**Run 1: cell placement**

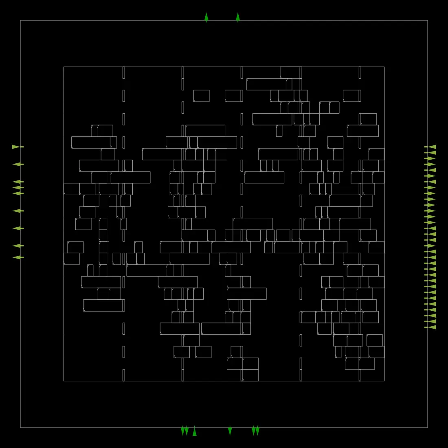
**Run 1: placed cells, one color a class**

Bar = 20 um. Fill, decap, tap and diode cells in gray.
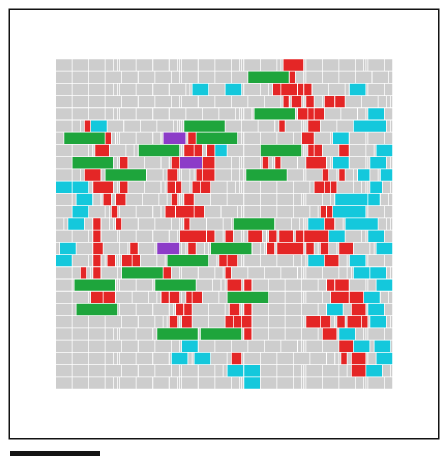
**Run 1: M1 wires**

Supply wires on this layer in gray.
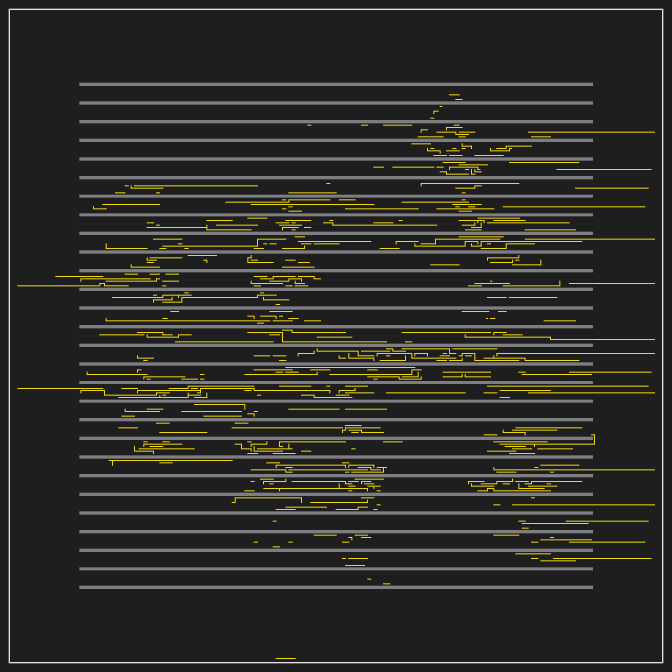
==> config.mk <==
export PLATFORM = sky130hd
export DESIGN_NAME = pipe_stall_ctrl
export DESIGN_NICKNAME = d
export VERILOG_FILES = /design/src/rtl/pipe_stall_ctrl.sv
export SDC_FILE = /design/constraint.sdc
export NUM_CORES = 1
export LEC_CHECK = 0
export ABC_CLOCK_PERIOD_IN_PS = 4400
export CAP_MARGIN = 5
export CORE_MARGIN = 10
export CORE_UTILIZATION = 23
export DETAILED_ROUTE_END_ITERATION = 12
export PLACE_DENSITY = 0.45
export SLEW_MARGIN = 20
export SYNTH_ARGS = -nofsm -noshare
export SYNTH_HDL_FRONTEND = slang
export SYNTH_SLANG_ARGS = --single-unit
==> constraint.sdc <==
create_clock -name clk_i -period 4.4 [get_ports clk_i]
set_input_delay 0.88 -clock clk_i [delete_from_list [all_inputs] [get_ports clk_i]]
set_output_delay 0.88 -clock clk_i [all_outputs]
set_load 0.1 [all_outputs]
==> src/rtl/pipe_stall_ctrl.sv <==
// Stall/flush sequencer for the 5-stage pipeline: merges data-memory wait, multi-cycle
// multiply, taken branch and load-use hazards into one set of per-stage enables/flushes.
module pipe_stall_ctrl #(
    parameter int MUL_LAT = 4,
    parameter int CNT_W   = 16
) (
    input  logic             clk_i,
    input  logic             rst_n_i,
    input  logic [4:0]       IFID_Rs_i,
    input  logic [4:0]       IFID_Rt_i,
    input  logic [4:0]       IDEX_Rt_i,
    input  logic             IDEX_MemRead_i,
    input  logic             branch_taken_i,
    input  logic             mul_start_i,
    input  logic             dmem_req_i,
    input  logic             dmem_ready_i,
    input  logic             stat_clr_i,
    output logic             pc_we_o,
    output logic             ifid_we_o,
    output logic             ifid_flush_o,
    output logic             idex_we_o,
    output logic             idex_flush_o,
    output logic             exmem_we_o,
    output logic             exmem_flush_o,
    output logic             memwb_flush_o,
    output logic [CNT_W-1:0] stall_cnt_o,
    output logic [1:0]       state_o
);

    typedef enum logic [1:0] {
        RUN      = 2'd0,
        MUL_WAIT = 2'd1,
        MEM_WAIT = 2'd2
    } state_e;

    localparam int MW = (MUL_LAT > 2) ? $clog2(MUL_LAT) : 1;
    localparam logic [MW-1:0] MUL_INIT = MW'(MUL_LAT - 2);

    state_e            state_q, state_d;
    logic [MW-1:0]     mul_cnt_q, mul_cnt_d;
    logic [CNT_W-1:0]  stall_cnt_q, stall_cnt_d;

    logic freeze, load_use;
    logic pc_we, ifid_we, ifid_fl, idex_we, idex_fl, exmem_we, exmem_fl, memwb_fl;

    assign freeze   = dmem_req_i & ~dmem_ready_i;
    assign load_use = IDEX_MemRead_i && (IDEX_Rt_i != 5'd0) &&
                      ((IDEX_Rt_i == IFID_Rs_i) || (IDEX_Rt_i == IFID_Rt_i));

    always_comb begin
        state_d   = state_q;
        mul_cnt_d = mul_cnt_q;
        pc_we     = 1'b1;
        ifid_we   = 1'b1;
        ifid_fl   = 1'b0;
        idex_we   = 1'b1;
        idex_fl   = 1'b0;
        exmem_we  = 1'b1;
        exmem_fl  = 1'b0;
        memwb_fl  = 1'b0;

        if (freeze) begin
            pc_we    = 1'b0;
            ifid_we  = 1'b0;
            idex_we  = 1'b0;
            exmem_we = 1'b0;
            memwb_fl = 1'b1;
            // A freeze inside MUL_WAIT parks the multiply without consuming a count.
            if (state_q != MUL_WAIT) state_d = MEM_WAIT;
        end else if (state_q == MUL_WAIT) begin
            if (mul_cnt_q != '0) begin
                pc_we     = 1'b0;
                ifid_we   = 1'b0;
                idex_we   = 1'b0;
                exmem_fl  = 1'b1;
                mul_cnt_d = mul_cnt_q - 1'b1;
            end else begin
                state_d = RUN;
            end
        end else begin
            // RUN, or MEM_WAIT releasing this cycle: decode as RUN
            state_d = RUN;
            if (mul_start_i) begin
                pc_we     = 1'b0;
                ifid_we   = 1'b0;
                idex_we   = 1'b0;
                exmem_fl  = 1'b1;
                mul_cnt_d = MUL_INIT;
                state_d   = MUL_WAIT;
            end else if (branch_taken_i) begin
                ifid_fl = 1'b1;
                idex_fl = 1'b1;
            end else if (load_use) begin
                pc_we   = 1'b0;
                ifid_we = 1'b0;
                idex_fl = 1'b1;
            end
        end
    end

    always_comb begin
        stall_cnt_d = stall_cnt_q;
        if (stat_clr_i)
            stall_cnt_d = '0;
        else if (!pc_we && (stall_cnt_q != {CNT_W{1'b1}}))
            stall_cnt_d = stall_cnt_q + 1'b1;
    end

    always_ff @(posedge clk_i or negedge rst_n_i) begin
        if (!rst_n_i) begin
            state_q     <= RUN;
            mul_cnt_q   <= '0;
            stall_cnt_q <= '0;
        end else begin
            state_q     <= state_d;
            mul_cnt_q   <= mul_cnt_d;
            stall_cnt_q <= stall_cnt_d;
        end
    end

    // Everything is held inactive while reset is asserted.
    assign pc_we_o       = rst_n_i & pc_we;
    assign ifid_we_o     = rst_n_i & ifid_we;
    assign ifid_flush_o  = rst_n_i & ifid_fl;
    assign idex_we_o     = rst_n_i & idex_we;
    assign idex_flush_o  = rst_n_i & idex_fl;
    assign exmem_we_o    = rst_n_i & exmem_we;
    assign exmem_flush_o = rst_n_i & exmem_fl;
    assign memwb_flush_o = rst_n_i & memwb_fl;
    assign stall_cnt_o   = stall_cnt_q;
    assign state_o       = state_q;

endmodule

==> flow_summary.json, run 1 <==
{
  "status": "complete, no violations",
  "start_kind": "input pin",
  "cp.arrival_ns": 2.81,
  "r2r-end": "stall_cnt_o[9]",
  "largest_cell_class": "multi-input combinational cells",
  "synthCells": 149,
  "nMultiInputCombCells": 118,
  "dr.pass1.iters": 4,
  "cts_sinks": 20,
  "vias": 1292,
  "placed_cells": 265,
  "detailed_place.area_um2": 1880,
  "report.final.slew_viol_count": 0,
  "crit_start": "IDEX_Rt_i[1]",
  "common_cells": "dfrtp_1, a21oi_1, nor2_1",
  "clockRootBuffer": "clkbuf_8",
  "cp_max_fo": 3,
  "warning_count": 26,
  "nNonClkBuffers": 49,
  "vias_per_cell": 4.82,
  "overflow": 0,
  "ys_area_um2": 1300,
  "critical-path-slowest-cell": "or4_4",
  "fin_skew_ns": 0.00258,
  "worst-r2r-cell-count": 8,
  "comb_area_um2": 744,
  "max_stage_delay_ns": 0.57,
  "nClkBuffers": 3,
  "cts_hold_buf": 0,
  "insertion_delay_ns": 0.25,
  "clk_path_buf_depth": 2,
  "synth_flops": 20,
  "ys_warn_count": 0,
  "cts_setup_buffers": 0,
  "die_h_um": 95.2,
  "hold_viol": 0,
  "nonClkBufAreaFrac": 0.270,
  "avgSynthCellArea_um2": 8.72,
  "cts_tree": "yes",
  "drt-total-wl_mm": 4.02,
  "grtUsageTotal": 0.0862,
  "fp_nets": 174,
  "first_iter_violations": 45,
  "dp_hpwl_mm": 3.18,
  "ir_worst_vdd_v": 0.000461,
  "cp_cell_sequence": "clkdlybuf4s50_1 > or4_4 > o2111ai_2 > o21ai_0 > nor2_2 > buf_12",
  "top_area_frac": 0.385,
  "layout_setup_ws_ns": 0.714,
  "clkCellAreaFrac": 0.0215,
  "crit_family": "simple AND/OR/NAND/NOR gates",
  "p_leak_nw": 0.729,
  "fmax_mhz": 271,
  "synthFlopType": "dfrtp_1",
  "chipArea_um2": 9060,
  "fin_util": 0.348,
  "flop_area_um2": 500,
  "min_path_type": "flop to flop",
  "path_buffers": 2,
  "worstSetupPathDepth": 6,
  "rows": 27,
  "cts-buffers-inserted": 3,
  "finalCritPeriodShare": 0.838,
  "ff2ff_setup_slack_ns": 1.96,
  "hold_start": "mul_cnt_q[1]",
  "diodes": 0,
  "slew_headroom": 0.335,
  "totalPowerFinal_mw": 0.861,
  "tightest_slew_ns": 0.994,
  "fp-utilization": 0.236,
  "largest_area_cell": "dfrtp_1",
  "period_minus_slack_ns": 3.69,
  "dpl_worst_slack_ns": 0.711,
  "yosys-top-cells-area": "dfrtp_1, xnor2_1, a21oi_1",
  "grt_pass1_wl_mm": 6.44,
  "final_area_um2": 1920,
  "port_buffers": 48,
  "worstPathRequired_ns": 3.52,
  "r2r-start": "mul_cnt_q[0]"
}
-- 'cell placement' (at the start) --
Non-Filler Instances: 268
FILL cells: 572
Tapcells: 72
flop count: 20

-- 'placed cells, one color a class' (at the start) --
legend:
  clock drivers:
    color: purple
    cells: 3
    share_of_their_area: 2.3%
  remaining buffers and delay cells:
    color: cyan
    cells: 49
    share_of_their_area: 28%
  combinational and other logic:
    color: red
    cells: 124
    share_of_their_area: 42%
  sequential cells:
    color: green
    cells: 20
    share_of_their_area: 27%

-- 'M1 wires' (at the start) --
longest straight run: 23.9 um
nets with wire on the layer: 193
main direction: horizontal
wire length on this layer: 1,890 um
share of all routed wire: 47%

## run 1: how the worst max path moves through the flow
stage and end:
4_1_cts pc_we_o, 3_3_place_gp pc_we_o, 3_5_place_dp pc_we_o, 5_1_grt ifid_we_o, 2_1_floorplan pc_we_o, 6_report pc_we_o
## run 1: where the power goes
group	switching, mW	internal, mW	leakage, nW
Combinational	0.365	0.145	0.437
Clock	0.0573	0.0609	0.0216
Sequential	0.0249	0.209	0.269
## run 1: worst register-to-register path, cell delays in order, from the launching register on
cell      delay, ns
dfrtp_1        0.39
inv_1          0.08
ha_1           0.23
nor3b_1        0.09
a211oi_1       0.41
a21oi_1        0.13
a21oi_4        0.53
nor4_1         0.12
mux2_1         0.34
## run 1: flip-flops by register name (all words and copies together) (netlist names)
register and count:
mul_cnt_q 2, state_o 2, stall_cnt_o 16
## run 1: placed cells by master (no fill, tap or decap), types with 3 or more instances in the layout
master and n:
xnor2_1 10, buf_4 5, or3_1 10, dfrtp_1 20, buf_12 4, o21ai_1 10
nor2b_1 3, nor2_1 11, a21oi_1 17, clkdlybuf4s50_1 40, inv_1 6, nand2_1 10
nor3_1 3, and3_1 3, clkbuf_8 3, o21ai_0 3, nand3_1 8
## run 1: per-layer routing
layer  track usage  routed length [um]  vias to the layer above
met5             0                   0                        -
met4        0.0125                   0                        0
met3        0.0322                 386                        0
met2         0.140                1750                       45
met1         0.109                1890                      613
li1              -                   -                      634
## run 1: kinds of logic (layout without fill, tap and decap cells)
group / after synthesis / after routing / share of synthesized area
and+or+nand+nor: 62 / 62 / 0.262
AOI/OAI and AO/OA: 40 / 40 / 0.187
DFF: 20 / 20 / 0.385
xor gates and xnor gates: 11 / 11 / 0.0741
buffers and inverters: 11 / 58 / 0.0491
muxes: 3 / 3 / 0.0241
adders and majority gates: 2 / 2 / 0.0192
**Run 1: metal layers overlaid**

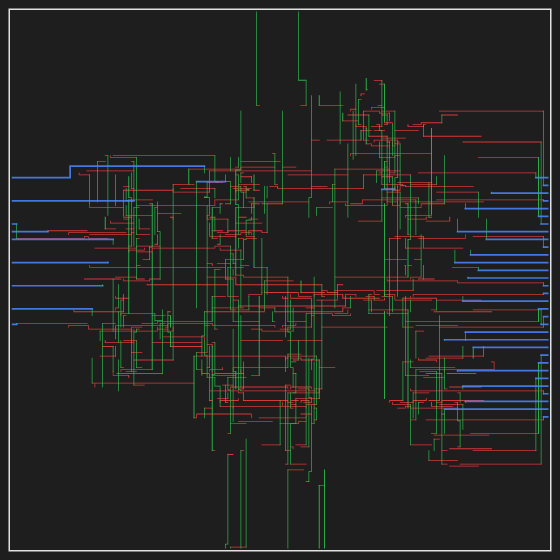

==> run 2, diff against run 1 <==
Settings changed: ABC_CLOCK_PERIOD_IN_PS 4400 to 3700.
Clock period 4.4 ns to 3.7 ns, I/O delays scaled along.
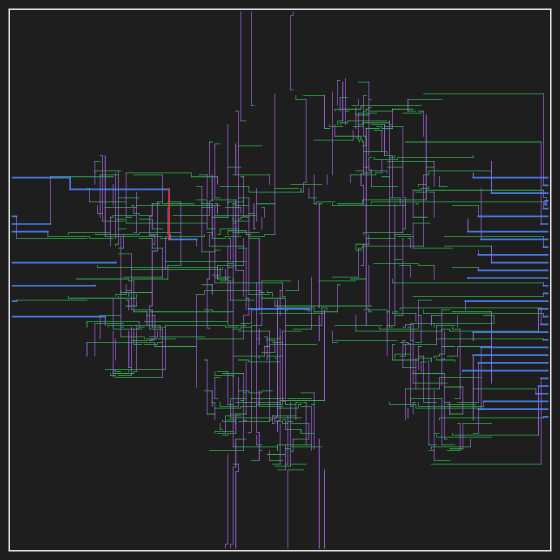
**Above:** run 2 (metal layers overlaid).
legend:
  metal 3:
    color: blue
    wire_length: 337 um
  metal 2:
    color: purple
    wire_length: 1,830 um
  metal 1:
    color: green
    wire_length: 1,890 um
  metal 4:
    color: red
    wire_length: 8.80 um
GRT Total Usage: 0.0902
Vias: 1,290
Routed WL: 4.07 mm

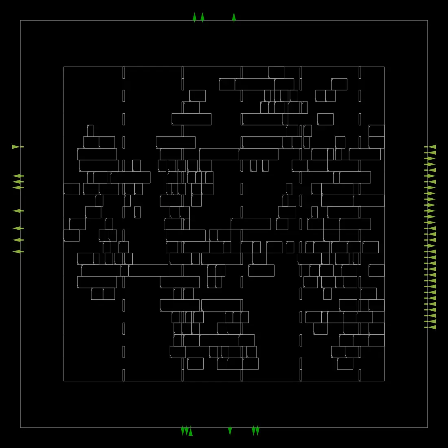
**Above:** run 2 (cell placement).
Non-Filler Instances: 270
Seq area share: 0.252

==> flow_summary.json, run 2 <==
{
  "synthFlopType": "dfrtp_1",
  "fp-utilization": 0.236,
  "ff2ff_setup_slack_ns": 1.19,
  "fin_util": 0.361,
  "hold_start": "mul_cnt_q[1]",
  "die_h_um": 95.2,
  "tightest_slew_ns": 1.02,
  "common_cells": "dfrtp_1, a21oi_1, nor2_1",
  "top_area_frac": 0.385,
  "warning_count": 26,
  "fmax_mhz": 294,
  "cts_tree": "yes",
  "min_path_type": "flop to flop",
  "start_kind": "input pin",
  "rows": 27,
  "fin_skew_ns": 0.00359,
  "r2r-start": "mul_cnt_q[0]",
  "period_minus_slack_ns": 3.40,
  "status": "complete, no violations",
  "lay_top_count": "clkdlybuf4s50_1",
  "cts-buffers-inserted": 3,
  "seqPwrFrac": 0.260,
  "powerSeq_mw": 0.277,
  "yosys-top-cells-area": "dfrtp_1, xnor2_1, a21oi_1",
  "maxPowerGroup": "combinational logic",
  "vias_per_cell": 4.78,
  "finalCritPeriodShare": 0.919,
  "overflow": 0,
  "layout_setup_ws_ns": 0.301,
  "cp.arrival_ns": 2.66,
  "max_stage_delay_ns": 0.57,
  "intPower_mw": 0.526,
  "first_iter_violations": 29,
  "grt_pass1_wl_mm": 6.68,
  "ys_warn_count": 0,
  "detailed_place.area_um2": 1950,
  "pg_clk_mw": 0.136,
  "dr.pass1.iters": 4,
  "slew_headroom": 0.319,
  "chipArea_um2": 9060,
  "dpl_worst_slack_ns": 0.296,
  "final_area_um2": 1990,
  "worstPathRequired_ns": 2.96,
  "lay_top_cells": "clkdlybuf4s50_1, dfrtp_1, a21oi_1",
  "r2r-end": "stall_cnt_o[5]"
}
==> run 2: netlist changes by cell type in the layout (fill, tap and decap cells not counted), sizes merged <==
cell | previous run | this run
buf | 9 | 11
==> run 2: worst max-delay path by stage <==
stage	from	endpoint	slack [ns]	cells past startpoint
detailed placement	IDEX_Rt_i[1]	pc_we_o	0.30	6
finish	IDEX_Rt_i[1]	pc_we_o	0.30	6
global route	IDEX_Rt_i[1]	ifid_we_o	0.16	6
global placement	IDEX_Rt_i[1]	ifid_we_o	0.34	6
CTS	IDEX_Rt_i[1]	pc_we_o	0.29	6
floorplan	state_o[1]	ifid_flush_o	0.08	2
==> run 2: metal layers <==
layer	global-route usage	vias up	part of all wire
li1	-	636	-
met1	0.115	610	0.46
met2	0.145	42	0.45
met3	0.0267	2	0.083
met4	0.0224	0	0.0020
met5	0	-	0
==> run 2: layout make-up <==
| cell class | count | area [um^2] |
|---|---|---|
| sequential | 20 | 500 |
| clock buffer | 3 | 41.3 |
| tap | 72 | 90.1 |
| multi-input combinational | 118 | 749 |
| inverter | 6 | 22.5 |
| fill | 567 | 3520 |
| timing repair buffer | 51 | 583 |
==> run 2: per-stage QoR <==
step	power, mW	std cells
after global routing	1.14	270
final	1.07	270
after CTS	1.08	270
after detailed placement	0.942	267
after floorplan	0.752	149
after global placement	0.925	267
==> run 2: logic make-up (layout without fill, tap and decap cells) <==
group,after synthesis,after routing,share of synthesized area
buffers and inverters,11,60,0.0491
adders and majority gates,2,2,0.0192
muxes,3,3,0.0241
and+or+nand+nor,62,62,0.262
DFF,20,20,0.385
xor gates and xnor gates,11,11,0.0741
AOI/OAI and AO/OA,40,40,0.187
==> run 2: worst min-delay path: stages (launching register included) <==
cell and delay, ns:
dfrtp_1 0.36, nor2_1 0.05, a21oi_1 0.11
**Run 2: wire density map**

The die is cut into 19 by 19 equal tiles; black is low, pale yellow is high, scaled to the fullest tile. Values are wire area over tile area, all layers added.
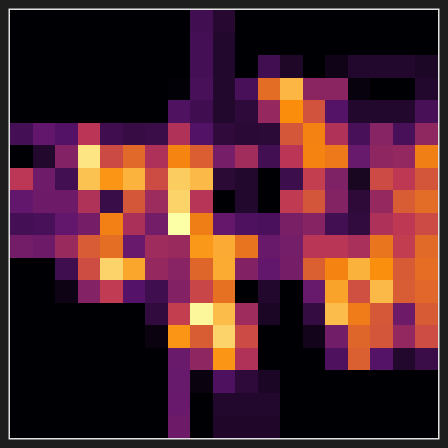

==> run 3, diff against run 2 <==
Settings changed: MAX_ROUTING_LAYER set to met4.
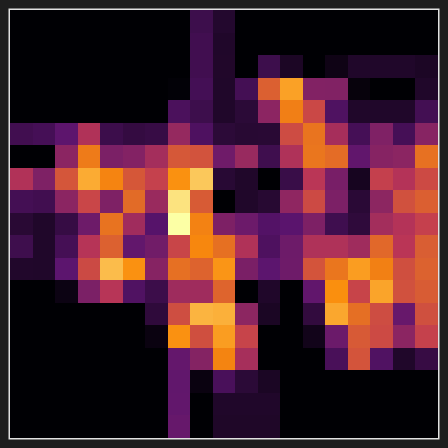
**Above:** run 3 (wire density map).
The die is cut into 19 by 19 equal tiles; black is low, pale yellow is high, scaled to the fullest tile. Values are wire area over tile area, all layers added.
fullest tile: 0.31
mean over tiles: 0.072
emptiest ninth of the die: south-west
densest ninth of the die: east

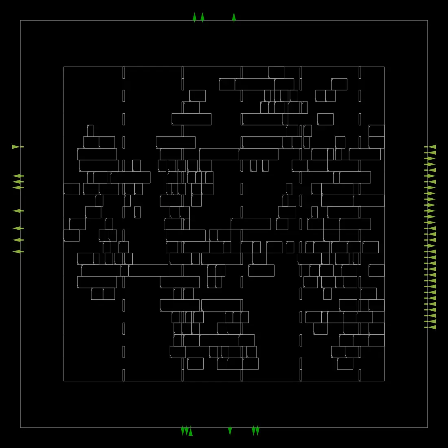
**Above:** run 3 (cell placement).
Finished Core Util: 0.361
num rows: 27
FILL cells: 567
Placeable Area: 5510 um^2

==> flow_summary.json, run 3 <==
{
  "grt_pass1_wl_mm": 6.68,
  "yosys-top-cells-area": "dfrtp_1, xnor2_1, a21oi_1",
  "finalCritPeriodShare": 0.917,
  "cts_tree": "yes",
  "vias": 1290,
  "async_flop_share": 1.00,
  "lay_top_count": "clkdlybuf4s50_1",
  "detailed_place.area_um2": 1950,
  "dr.pass1.iters": 5,
  "slew_headroom": 0.319,
  "start_kind": "input pin",
  "min_to": "mul_cnt_q[1]",
  "chipArea_um2": 9060,
  "layout_setup_ws_ns": 0.306,
  "status": "complete, no violations",
  "hold_start": "mul_cnt_q[1]",
  "first_iter_violations": 23,
  "grt_use_met1": 0.117,
  "fp-utilization": 0.236,
  "wl_met3_um": 292,
  "min_path_type": "flop to flop",
  "simple_gate_area_frac": 0.262,
  "fin_skew_ns": 0.00339,
  "synthDistinctLibCells": 39,
  "dr_wl_met2_mm": 1.82,
  "logic_family": "simple AND/OR/NAND/NOR gates",
  "ff2ff_setup_slack_ns": 1.19,
  "ys_sh_mux": 0.0241,
  "lay_top_cells": "clkdlybuf4s50_1, dfrtp_1, a21oi_1",
  "ys_warn_count": 0,
  "dpl_worst_slack_ns": 0.296,
  "aoi_share": 0.187,
  "detail_route.wirelength.met1_mm": 1.94,
  "vias_per_cell": 4.78,
  "r2r-end": "stall_cnt_o[5]",
  "worstPathRequired_ns": 2.96,
  "ys_sh_adder": 0.0192,
  "grtUsageTotal": 0.0929,
  "warning_count": 26,
  "die_h_um": 95.2,
  "period_minus_slack_ns": 3.39,
  "grt_use_met2": 0.145,
  "met3_usage": 0.0228,
  "tightest_slew_ns": 1.02,
  "r2r-start": "mul_cnt_q[0]",
  "fmax_mhz": 295,
  "overflow": 0,
  "top_layer_used": "met4",
  "clk_path_buf_depth": 2,
  "top_area_frac": 0.385,
  "synthFlopType": "dfrtp_1",
  "die_w_um": 95.2,
  "cts-buffers-inserted": 3
}
## run 3: cell families after synthesis
group | count (synthesis)
adder cells (fa/ha/maj) | 2
flip-flops | 20
AND/OR/NAND/NOR | 62
XOR/XNOR | 11
multiplexers | 3
buffers and inverters | 11
AND-OR/OR-AND | 40
## run 3: layout make-up
cell class                      instances  area (um^2)  area share
Inverter                                6         22.5      0.0113
Timing Repair Buffer                   51          583       0.293
Multi-Input combinational cell        118          749       0.377
Clock buffer                            3         41.3      0.0208
Tap cell                               72         90.1      0.0453
Sequential cell                        20          500       0.252
## run 3: per-stage QoR
stage | utilization | power (mW) | std cells
floorplan | - | 0.752 | 149
global placement | 0.353 | 0.925 | 267
detailed placement | 0.353 | 0.942 | 267
CTS | 0.361 | 1.08 | 270
global route | 0.361 | 1.14 | 270
finish | 0.361 | 1.07 | 270
## run 3: how the worst max path moves through the flow
stage                  from      endpoint  slack [ns]  depth (start not counted)
3_5_place_dp   IDEX_Rt_i[1]       pc_we_o        0.30                          6
4_1_cts        IDEX_Rt_i[1]       pc_we_o        0.29                          6
3_3_place_gp   IDEX_Rt_i[1]     ifid_we_o        0.34                          6
5_1_grt        IDEX_Rt_i[1]     ifid_we_o        0.16                          6
2_1_floorplan    state_o[1]  ifid_flush_o        0.08                          2
6_report       IDEX_Rt_i[1]       pc_we_o        0.31                          6
## run 3: worst max-delay path: stages
cell             delay, ns
clkdlybuf4s50_1       0.47
or4_4                 0.57
o2111ai_2             0.21
o21ai_0               0.24
nor2_4                0.23
buf_12                0.20
## run 3: report_power, final
part / switching, mW / internal (mW) / total (mW)
Sequential: 0.0280 / 0.249 / 0.277
Combinational: 0.449 / 0.205 / 0.654
Clock: 0.0661 / 0.0725 / 0.139
Power is estimated from default activity; no workload was simulated.
